==> src/rtl/exec_pkg.sv <==
// exec_pkg: shared opcode encodings and ALU-select type for the execute stage.
// Contents:
//   OP_NOP..OP_HLT  4-bit opcode values (ira[7:4])
//   alu_sel_e       ALU operation select
//   is_illegal()    true for the undefined opcode range B-E
package exec_pkg;

  localparam logic [3:0] OP_NOP = 4'h0;
  localparam logic [3:0] OP_LDI = 4'h1;
  localparam logic [3:0] OP_LD  = 4'h2;
  localparam logic [3:0] OP_ST  = 4'h3;
  localparam logic [3:0] OP_ADD = 4'h4;
  localparam logic [3:0] OP_SUB = 4'h5;
  localparam logic [3:0] OP_AND = 4'h6;
  localparam logic [3:0] OP_OR  = 4'h7;
  localparam logic [3:0] OP_JMP = 4'h8;
  localparam logic [3:0] OP_JZ  = 4'h9;
  localparam logic [3:0] OP_JC  = 4'hA;
  localparam logic [3:0] OP_HLT = 4'hF;

  typedef enum logic [2:0] {
    ALU_PASS = 3'd0,  // y = b (loads)
    ALU_ADD  = 3'd1,
    ALU_SUB  = 3'd2,
    ALU_AND  = 3'd3,
    ALU_OR   = 3'd4
  } alu_sel_e;

  function automatic logic is_illegal(input logic [3:0] op);
    return (op >= 4'hB) && (op <= 4'hE);
  endfunction

endpackage

==> src/rtl/exec_alu.sv <==
// exec_alu: combinational DW-bit ALU for the execute stage.
// Ports:
//   a      in  DW  accumulator operand
//   b      in  DW  memory / immediate operand
//   sel    in      operation select (alu_sel_e)
//   y      out DW  result, modulo 2^DW
//   carry  out 1   ADD: carry-out; SUB: borrow (a < b); else 0
module exec_alu
  import exec_pkg::*;
#(
  parameter int DW = 8
) (
  input  logic [DW-1:0] a,
  input  logic [DW-1:0] b,
  input  alu_sel_e      sel,
  output logic [DW-1:0] y,
  output logic          carry
);

  always_comb begin
    y     = b;
    carry = 1'b0;
    unique case (sel)
      ALU_ADD: {carry, y} = {1'b0, a} + {1'b0, b};
      // Top bit of the widened difference is set exactly when a < b.
      ALU_SUB: {carry, y} = {1'b0, a} - {1'b0, b};
      ALU_AND: y = a & b;
      ALU_OR:  y = a | b;
      default: y = b;
    endcase
  end

endmodule

==> src/rtl/exec_unit.sv <==
// exec_unit: execute stage of the 8-bit two-byte-instruction CPU.
// Owns the accumulator and Z/C flags, issues RAM requests in execa, writes
// results and redirects the PC in execb, and raises a sticky halt.
// Ports:
//   clk, rst            clock; synchronous active-low reset
//   execa, execb        stage strobes (both high = idle cycle)
//   ira, irb            opcode byte (op = ira[7:4]) and operand byte
//   mem_rdata           RAM read data, valid in execb
//   mem_addr/wdata/rden/wren  RAM request, zero when not requesting
//   pc_load, pc_target  PC redirect strobe and target
//   acc, flag_z, flag_c architectural state
//   halt                sticky halt
// Configuration macro: EXEC_ILLEGAL_TRAP_EN - opcodes B-E halt in execa
// instead of executing as NOP.
module exec_unit
  import exec_pkg::*;
#(
  parameter int DW = 8,
  parameter int AW = 8
) (
  input  logic          clk,
  input  logic          rst,
  input  logic          execa,
  input  logic          execb,
  input  logic [DW-1:0] ira,
  input  logic [DW-1:0] irb,
  input  logic [DW-1:0] mem_rdata,
  output logic [AW-1:0] mem_addr,
  output logic [DW-1:0] mem_wdata,
  output logic          mem_rden,
  output logic          mem_wren,
  output logic          pc_load,
  output logic [AW-1:0] pc_target,
  output logic [DW-1:0] acc,
  output logic          flag_z,
  output logic          flag_c,
  output logic          halt
);

  logic [DW-1:0] acc_q, acc_d;
  logic          z_q, z_d, c_q, c_d, halt_q, halt_d;

  logic [3:0]    op;
  logic          act_a, act_b;
  logic          acc_we, c_we, halt_set;
  alu_sel_e      alu_sel;
  logic [DW-1:0] alu_b, alu_y;
  logic          alu_c;

  assign op = ira[DW-1:DW-4];

  // Low opcode nibble carries no meaning.
  logic unused_ira;
  assign unused_ira = ^ira[DW-5:0];

  // Halt and the double-strobe case both suppress all activity.
  assign act_a = execa & ~execb & ~halt_q;
  assign act_b = execb & ~execa & ~halt_q;

  always_comb begin
    alu_sel  = ALU_PASS;
    alu_b    = mem_rdata;
    acc_we   = 1'b0;
    c_we     = 1'b0;
    halt_set = 1'b0;
    mem_rden = 1'b0;
    mem_wren = 1'b0;
    pc_load  = 1'b0;
    case (op)
      OP_NOP: ;
      OP_LDI: begin alu_b = irb; acc_we = act_b; end
      OP_LD:  begin mem_rden = act_a; acc_we = act_b; end
      OP_ST:  mem_wren = act_a;
      OP_ADD: begin mem_rden = act_a; acc_we = act_b; c_we = act_b; alu_sel = ALU_ADD; end
      OP_SUB: begin mem_rden = act_a; acc_we = act_b; c_we = act_b; alu_sel = ALU_SUB; end
      OP_AND: begin mem_rden = act_a; acc_we = act_b; alu_sel = ALU_AND; end
      OP_OR:  begin mem_rden = act_a; acc_we = act_b; alu_sel = ALU_OR;  end
      // Branch conditions use the flags as registered before this execb.
      OP_JMP: pc_load = act_b;
      OP_JZ:  pc_load = act_b & z_q;
      OP_JC:  pc_load = act_b & c_q;
      OP_HLT: halt_set = act_a;
      default: begin
`ifdef EXEC_ILLEGAL_TRAP_EN
        halt_set = act_a & is_illegal(op);
`else
        halt_set = 1'b0;
`endif
      end
    endcase
  end

  exec_alu #(.DW(DW)) u_alu (
    .a     (acc_q),
    .b     (alu_b),
    .sel   (alu_sel),
    .y     (alu_y),
    .carry (alu_c)
  );

  always_comb begin
    acc_d  = acc_we ? alu_y : acc_q;
    z_d    = acc_we ? (alu_y == '0) : z_q;
    c_d    = c_we ? alu_c : c_q;
    halt_d = halt_q | halt_set;
  end

  always_ff @(posedge clk) begin
    if (!rst) begin
      acc_q  <= '0;
      z_q    <= 1'b0;
      c_q    <= 1'b0;
      halt_q <= 1'b0;
    end else begin
      acc_q  <= acc_d;
      z_q    <= z_d;
      c_q    <= c_d;
      halt_q <= halt_d;
    end
  end

  assign mem_addr  = act_a ? irb[AW-1:0] : '0;
  assign mem_wdata = mem_wren ? acc_q : '0;
  assign pc_target = pc_load ? irb[AW-1:0] : '0;
  assign acc       = acc_q;
  assign flag_z    = z_q;
  assign flag_c    = c_q;
  assign halt      = halt_q;

  // Both strobes together means the stage controller is confused.
  always_ff @(posedge clk) begin
    if (rst && !halt_q)
      assert (!(execa && execb))
      else $warning("exec_unit: execa and execb both high; cycle treated as idle");
  end

endmodule

==> config.mk <==
export PLATFORM = sky130hd
export DESIGN_NAME = exec_unit
export DESIGN_NICKNAME = d
export VERILOG_FILES = /design/src/rtl/exec_pkg.sv /design/src/rtl/exec_alu.sv /design/src/rtl/exec_unit.sv
export SDC_FILE = /design/constraint.sdc
export NUM_CORES = 1
export LEC_CHECK = 0
export CAP_MARGIN = 40
export CORE_MARGIN = 2
export CORE_UTILIZATION = 51
export CTS_BUF_LIST = sky130_fd_sc_hd__clkbuf_8 sky130_fd_sc_hd__clkbuf_16
export CTS_CLUSTER_DIAMETER = 120
export DETAILED_ROUTE_END_ITERATION = 10
export PLACE_DENSITY = 0.86
export SKIP_LAST_GASP = 1
export SLEW_MARGIN = 20
export SYNTH_ARGS = -nofsm -noshare
export SYNTH_HDL_FRONTEND = slang
export SYNTH_SLANG_ARGS = --single-unit
==> constraint.sdc <==
create_clock -name clk -period 6.6 [get_ports clk]
set_input_delay 0.66 -clock clk [delete_from_list [all_inputs] [get_ports clk]]
set_output_delay 0.66 -clock clk [all_outputs]
set_load 0.01 [all_outputs]
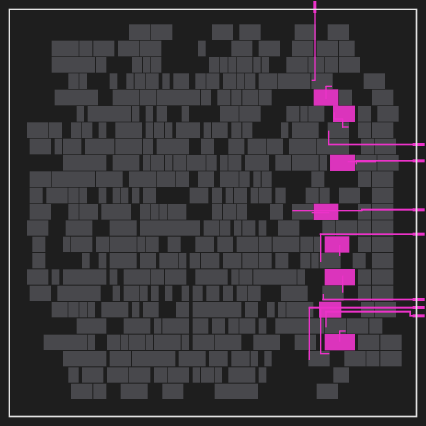
(run_1/io_fan.png)
(6 px per µm)
legend:
  `mem_rdata`:
    colour: magenta
    bits: 8
    direction: input
    edge: 7 right, 1 top
    end_cells: 8
    wire: 169 µm
I/O pin count: 66
port bufs: 61

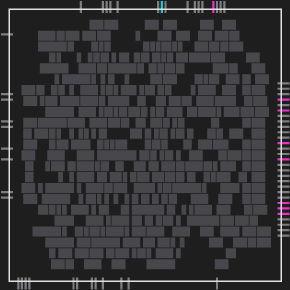
(run_1/io_placement.png)
(4 px per µm) Pins as bars across the die edge, other pins in grey.
legend:
  `mem_rdata`:
    colour: magenta
    pins: 8
    direction: input
    edge: 7 right, 1 top
  `execa`:
    colour: cyan
    pins: 1
    direction: input
    edge: top

==> results.sh, run 1 <==
# yosys + openroad results
export IMPL_taps=50
export IMPL_cts_hold_buf=0
export IMPL_fin_skew_ns=0.00162
export IMPL_dp_hpwl_um=4510
export IMPL_critical_path_top_delay_family="simple AND/OR/NAND/NOR gates"
export IMPL_power_density_nw_per_um2=94.9
export IMPL_rows=23
export IMPL_mux_area_share_pct=9.09
export IMPL_largest_reg_flops=8
export IMPL_stdcell_area_um2=2750
export IMPL_seq_area_um2=220
export IMPL_tns_ns=0
export IMPL_clockBufferCount=3
export IMPL_drive_gt1_share_pct=7.83
export IMPL_chipHeight_um=67.6
export IMPL_ys_chip_area_um2=2060
export IMPL_pre_cts_ws_ns=1.92
export IMPL_cts_htree_levels=1
export IMPL_largest_area_cell="ha_1"
export IMPL_grt_overflow=0
export IMPL_flop_cell="dfxtp_1"
export IMPL_nNonClkBuffers=67
export IMPL_cts_buffer_depth=2
export IMPL_avgViaCountPerCell=5.74
export IMPL_cp_slowest_cell="mux2i_1"
export IMPL_synth_cells=275
export IMPL_layout_top_cell="clkdlybuf4s50_1"
export IMPL_cts_resized=0
export IMPL_grt_pass1_vias=1886
export IMPL_fp_utilization_pct=52.4
export IMPL_comb_cells=222
export IMPL_outcome="finished, final reports clean"
export IMPL_crit_top_cell="buf_4"
export IMPL_grt_max_degree=29
export IMPL_grt_use_total_pct=25.5
export IMPL_combGateArea_um2=1670
export IMPL_nFillCells=347
export IMPL_ys_seq_share_pct=10.7
export IMPL_grt_pass1_wl_um=8830
export IMPL_numClockSinks=11
export IMPL_p_leak_nw=1.11
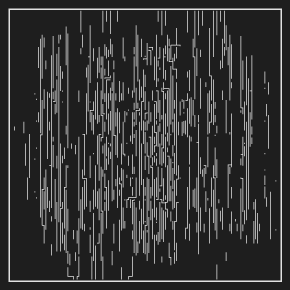
(run_1/layer_met2.png)
(4 px per µm)
nets with wire on the layer: 307
main direction: vertical
Total Wirelength: 5610 µm
via count: 2193
GRT met2 Usage: 43.0%

==> run 1: per-layer routing <==
| layer | track usage (%) | share of wire [%] | up-vias |
|---|---|---|---|
| met3 | 2.67 | 11 | 7 |
| met4 | 7.91 | 1.3 | 0 |
| met5 | 0 | 0 | - |
| li1 | - | - | 1081 |
| met1 | 33.9 | 41 | 997 |
| met2 | 43.0 | 47 | 108 |
==> run 1: cells in the mapped netlist, types with 3 or more instances <==
cell and number:
a31oi_1 3, nor4b_1 3, nor2b_1 8, mux2i_1 7
xor2_1 3, o211ai_1 3, inv_1 27, or3_1 7
nor2_1 20, mux2_2 4, nand3_1 5, o21ai_0 7
and2_1 27, and3_1 4, dfxtp_1 11, a21oi_1 16
buf_2 8, nand2_1 21, nor3_1 6, nand2b_1 4
ha_1 25
==> run 1: power by group <==
group	internal [mW]	switching, mW
logic	0.0579	0.0642
registers	0.0687	0.00340
clock network	0.0409	0.0261
total	0.168	0.0937
==> run 1: worst reg2reg max path, stage by stage (launching register included) <==
cell	delay, ns
dfxtp_1	0.34
inv_1	0.09
ha_1	0.18
inv_1	0.06
fa_1	0.39
nor3b_1	0.16
nor3_1	0.37
nor4b_1	0.36
nor4_1	0.12
o41a_1	0.43
a311oi_1	0.25
==> run 1: path summary, 6_finish.rpt <==
check | start | endpoint | slack, ns | depth (start not counted)
max | ira[4] | flag_z$_SDFFE_PN0P_ | 2.18 | 13
min | flag_z$_SDFFE_PN0P_ | flag_z$_SDFFE_PN0P_ | 0.51 | 2
max reg2reg | acc[0]$_SDFFE_PN0P_ | acc[6]$_SDFFE_PN0P_ | 3.74 | 10
min reg2reg | flag_z$_SDFFE_PN0P_ | flag_z$_SDFFE_PN0P_ | 0.51 | 2
==> run_1/wires.png <==
(6 px per µm)
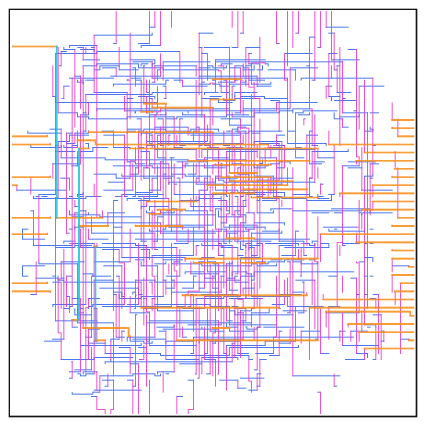

==> run 2, diff against run 1 <==
- CORE_UTILIZATION: 51 -> 43
- PLACE_DENSITY: 0.86 -> 0.77
- clock period: 6.6 -> 3.83 ns (I/O delays scaled with it)
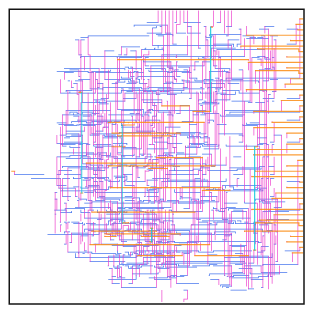
(run_2/wires.png)
(4 px per µm)
legend:
  metal 3:
    colour: orange
    wire_length: 623 µm
  metal 2:
    colour: magenta
    wire_length: 2930 µm
  metal 4:
    colour: cyan
    wire_length: 100 µm
  metal 1:
    colour: blue
    wire_length: 2570 µm

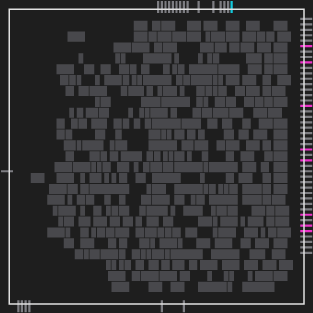
(run_2/io_placement.png)
(4 px per µm) Pins as bars across the die edge, other pins in grey.
legend:
  `execa`:
    colour: cyan
    pins: 1
    direction: input
    edge: top
  `mem_rdata`:
    colour: magenta
    pins: 8
    direction: input
    edge: right
all pins by edge: 44 right, 15 top, 6 bottom, 1 left
die width: 73.3 µm
Vert. Die Dim: 73.3 µm

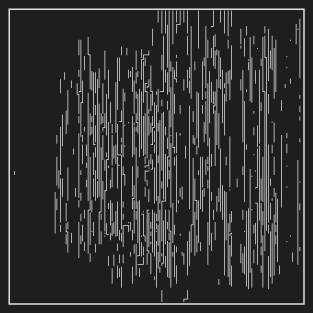
(run_2/layer_met2.png)
(4 px per µm)
share of all routed wire: 47%
main direction: vertical
wire length on this layer: 2930 µm
longest straight run: 43.2 µm
nets with wire on the layer: 327

==> run 2 against run 1 <==
  * Sequential cell count unchanged
  * Die size up 17%
  * Register-to-register slack worse by 2.7 ns
  * Synthesized cell count unchanged
  * Clock skew about the same
  * Cell area up 4.3%
  * Global-route usage down 1.3 points
  * Routed wire length up 11%
  * Non-clock buffer count up 14
  * Synthesized area unchanged
  * Total power up 78%
  * Critical path type unchanged
  * Largest power group unchanged
==> results.sh, run 2 <==
# yosys + openroad results
export IMPL_outcome="finished, final reports clean"
export IMPL_cts_buffer_depth=2
export IMPL_r2r_end="acc[7]$_SDFFE_PN0P_"
export IMPL_nNonClkBuffers=81
export IMPL_cts_htree_levels=1
export IMPL_met1Wirelength_um=2570
export IMPL_hold_path_end="flag_z$_SDFFE_PN0P_"
export IMPL_largest_area_cell="ha_1"
export IMPL_arrival_ns=3.79
export IMPL_rows=25
export IMPL_wirelength_um=6230
export IMPL_flop_cell="dfxtp_1"
export IMPL_grt_pass1_wl_um=10200
export IMPL_layout_top_cell="clkdlybuf4s50_1"
export IMPL_fp_utilization_pct=44.3
export IMPL_wl_met3_um=622
export IMPL_clockBufferCount=3
export IMPL_port_buffers=61
export IMPL_routed_via_count=2233
export IMPL_largest_reg_flops=8
export IMPL_combGateArea_um2=1670
export IMPL_io_pins=66
export IMPL_seq_area_um2=220
export IMPL_rr_startpoint="acc[1]$_SDFFE_PN0P_"
export IMPL_dp_hpwl_um=4970
export IMPL_min_from="flag_z$_SDFFE_PN0P_"
export IMPL_ys_seq_share_pct=10.7
export IMPL_tns_ns=0
export IMPL_comb_cell_share_pct=58.3
export IMPL_yosys_top_cells_count="and2_1 (27), inv_1 (27), ha_1 (25)"
export IMPL_cts_root_buf="clkbuf_8"
export IMPL_power_density_nw_per_um2=162
export IMPL_cp_slowest_cell="clkdlybuf4s50_1"
export IMPL_cts_hold_buf=0
export IMPL_pre_cts_ws_ns=-0.00687
export IMPL_synth_cells=275
export IMPL_grt_pass1_vias=2142
export IMPL_routed_wl_met2_um=2930
export IMPL_top_usage_layer="met2"
export IMPL_hold_depth=2
export IMPL_crit_top_cell="a311oi_2"
export IMPL_avgViaCountPerCell=5.58
export IMPL_grt_use_total_pct=24.2
export IMPL_nFillCells=427
export IMPL_critical_path_top_delay_family="AND-OR/OR-AND gates"
export IMPL_r2r_cells=9
export IMPL_grtUsageMet1_pct=31.2
export IMPL_cts_resized=0
export IMPL_grt_overflow=0
run 2: cell types whose count changed in the layout (fill, tap and decap cells not counted):
cell | before | now
buf_2 | 1 | 0
nor4b_1 | 2 | 1
nor4b_2 | 2 | 3
buf_4 | 5 | 20
run 2: power breakdown:
| group | leakage (nW) | internal [mW] | switching, mW |
|---|---|---|---|
| clock | 0.0269 | 0.0704 | 0.0437 |
| sequential | 0.0892 | 0.118 | 0.00657 |
| combinational | 1.07 | 0.110 | 0.115 |
| total | 1.18 | 0.299 | 0.165 |
run 2: logic make-up (layout without fill, tap and decap cells):
| logic type | Yosys count | in the layout | share of synthesized area [%] |
|---|---|---|---|
| AND-OR/OR-AND | 57 | 57 | 20.3 |
| XOR/XNOR | 3 | 3 | 1.27 |
| adder cells (fa/ha/maj) | 27 | 27 | 17.1 |
| buffers and inverters | 42 | 113 | 8.85 |
| flip-flops | 11 | 11 | 10.7 |
| multiplexers | 15 | 15 | 9.09 |
| AND/OR/NAND/NOR | 120 | 120 | 32.7 |
run 2: worst max path at each step:
| stage | from | end | slack (ns) | cells past startpoint |
|---|---|---|---|---|
| finish | ira[7] | acc[7]$_SDFFE_PN0P_ | 0.21 | 13 |
| global route | ira[7] | acc[7]$_SDFFE_PN0P_ | -0.01 | 13 |
| CTS | ira[7] | acc[7]$_SDFFE_PN0P_ | 0.22 | 13 |
| global placement | ira[6] | acc[6]$_SDFFE_PN0P_ | 0.08 | 15 |
| floorplan | ira[7] | acc[7]$_SDFFE_PN0P_ | 0.36 | 12 |
| detailed placement | ira[7] | acc[7]$_SDFFE_PN0P_ | -0.007 | 13 |
==> run_2/io_fan.png <==
(4 px per µm)
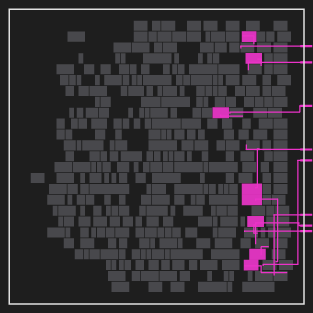

==> run 3, diff against run 2 <==
- ABC_CLOCK_PERIOD_IN_PS: not set -> 3830
- CORE_MARGIN: 2 -> not set
- CTS_CLUSTER_SIZE: not set -> 25
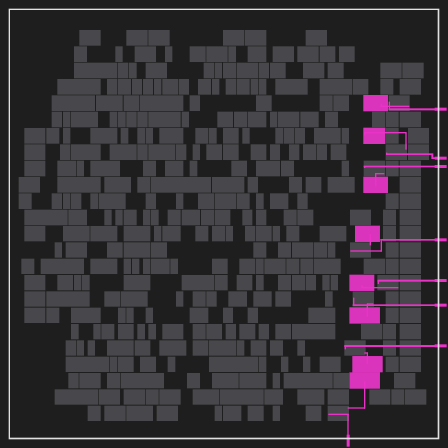
(run_3/io_fan.png)
(6 px per µm)
legend:
  `mem_rdata`:
    colour: magenta
    bits: 8
    direction: input
    edge: 7 right, 1 bottom
    end_cells: 8
    wire: 131 µm

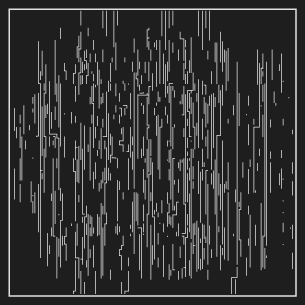
(run_3/layer_met2.png)
(4 px per µm)
wire length on this layer: 2630 µm
longest straight run: 50.7 µm
Total Wirelength: 5900 µm
GRT met2 Usage: 39.2%

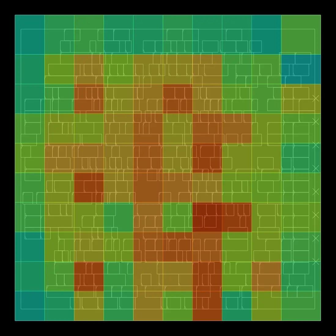
(run_3/congestion.png)
wire length per cell: 14.7 µm
Top Usage Layer GRT: met2
Final Util: 64.9%
M1 GR Usage: 34.2%

==> run 3 against run 2 <==
  * The flow now finishes with violations (DRC)
  * Cell area increased by 1.1%
  * Worst setup slack gained 0.0071 ns
  * Via count shrank 1.5%
  * Die size down 5.4%
  * Critical path type unchanged
  * Critical endpoint is now flag_z$_SDFFE_PN0P_
  * Highest routed layer unchanged
==> results.sh, run 3 <==
# yosys + openroad results
export IMPL_p_comb_share_pct=48.9
export IMPL_tns_ns=0
export IMPL_sequentialPower_mw=0.125
export IMPL_rows=24
export IMPL_cp_slowest_cell="clkdlybuf4s50_1"
export IMPL_pre_cts_ws_ns=-0.0343
export IMPL_avgViaCountPerCell=5.47
export IMPL_crit_top_cell="buf_4"
export IMPL_pg_comb_mw=0.229
export IMPL_violations="DRC"
export IMPL_routed_via_count=2200
export IMPL_synth_cells=275
export IMPL_fp_utilization_pct=46.1
export IMPL_drcViolationCount=8
export IMPL_arrival_ns=3.77
export IMPL_cts_htree_levels=1
export IMPL_critical_path_top_delay_family="simple AND/OR/NAND/NOR gates"
export IMPL_power_density_nw_per_um2=162
export IMPL_cts_hold_buf=0
export IMPL_port_buffers=61
export IMPL_cts_root_buf="clkbuf_8"
export IMPL_cts_buffer_depth=2
export IMPL_cts_resized=0
export IMPL_p_clk_share_pct=24.6
export IMPL_top_power_group="combinational logic"
export IMPL_yosys_top_cells_count="and2_1 (27), inv_1 (27), ha_1 (25)"
export IMPL_grt_pass1_wl_um=9670
export IMPL_ys_seq_share_pct=10.7
export IMPL_largest_area_cell="ha_1"
export IMPL_io_pins=66
export IMPL_chipHeight_um=71.3
export IMPL_switchingPower_mw=0.166
export IMPL_cp_cell_sequence="clkdlybuf4s50_1 -> nor4b_2 -> buf_4 -> mux2i_2 -> inv_1 -> ha_1 -> or3_1 -> nand4b_1 -> o21ai_0 -> xor2_1 -> o31ai_1 -> buf_4 -> or3b_1 -> o31ai_2"
export IMPL_p_clk_mw=0.115
export IMPL_outcome="finished, violations left"
export IMPL_die_x_um=71.3
export IMPL_dp_hpwl_um=4810
## run 3: worst paths after layout
path	slack [ns]	cells past startpoint	end	startpoint
setup / recovery	0.22	14	flag_z$_SDFFE_PN0P_	ira[4]
hold / removal	0.51	2	flag_z$_SDFFE_PN0P_	flag_z$_SDFFE_PN0P_
setup reg to reg	1.02	10	flag_z$_SDFFE_PN0P_	acc[1]$_SDFFE_PN0P_
hold reg to reg	0.51	2	flag_z$_SDFFE_PN0P_	flag_z$_SDFFE_PN0P_
## run 3: logic make-up after synthesis
family	share of synthesized area, %
and+or+nand+nor	32.7
AOI/OAI and AO/OA	20.3
buffers and inverters	8.85
adders and majority gates	17.1
muxes	9.09
DFF	10.7
xor gates and xnor gates	1.27
## run 3: layer usage
metal | vias up | track usage [%] | wire (µm)
li1 | 1114 | - | -
met1 | 1005 | 34.2 | 2820
met2 | 77 | 39.2 | 2630
met3 | 4 | 1.83 | 406
met4 | 0 | 4.67 | 42
met5 | - | 0 | 0
## run 3: worst reg2reg max path, stage by stage, from the launching register on
cell      delay [ns]
dfxtp_1         0.49
inv_1           0.14
ha_1            0.36
or3_1           0.36
nand4b_1        0.11
o21ai_0         0.10
xor2_1          0.15
o31ai_1         0.30
buf_4           0.18
or3b_1          0.36
o31ai_2         0.18
## run 3: layout make-up
class / count / area [µm²]
Multi-Input combinational cell: 222 / 1680
Clock buffer: 3 / 41.3
Timing Repair Buffer: 85 / 791
Inverter: 28 / 105
Clock inverter: 1 / 3.75
Tap cell: 52 / 65.1
Sequential cell: 11 / 220
Fill cell: 416 / 1570
Power figures rest on the tool's default switching activity, not on a simulated workload.
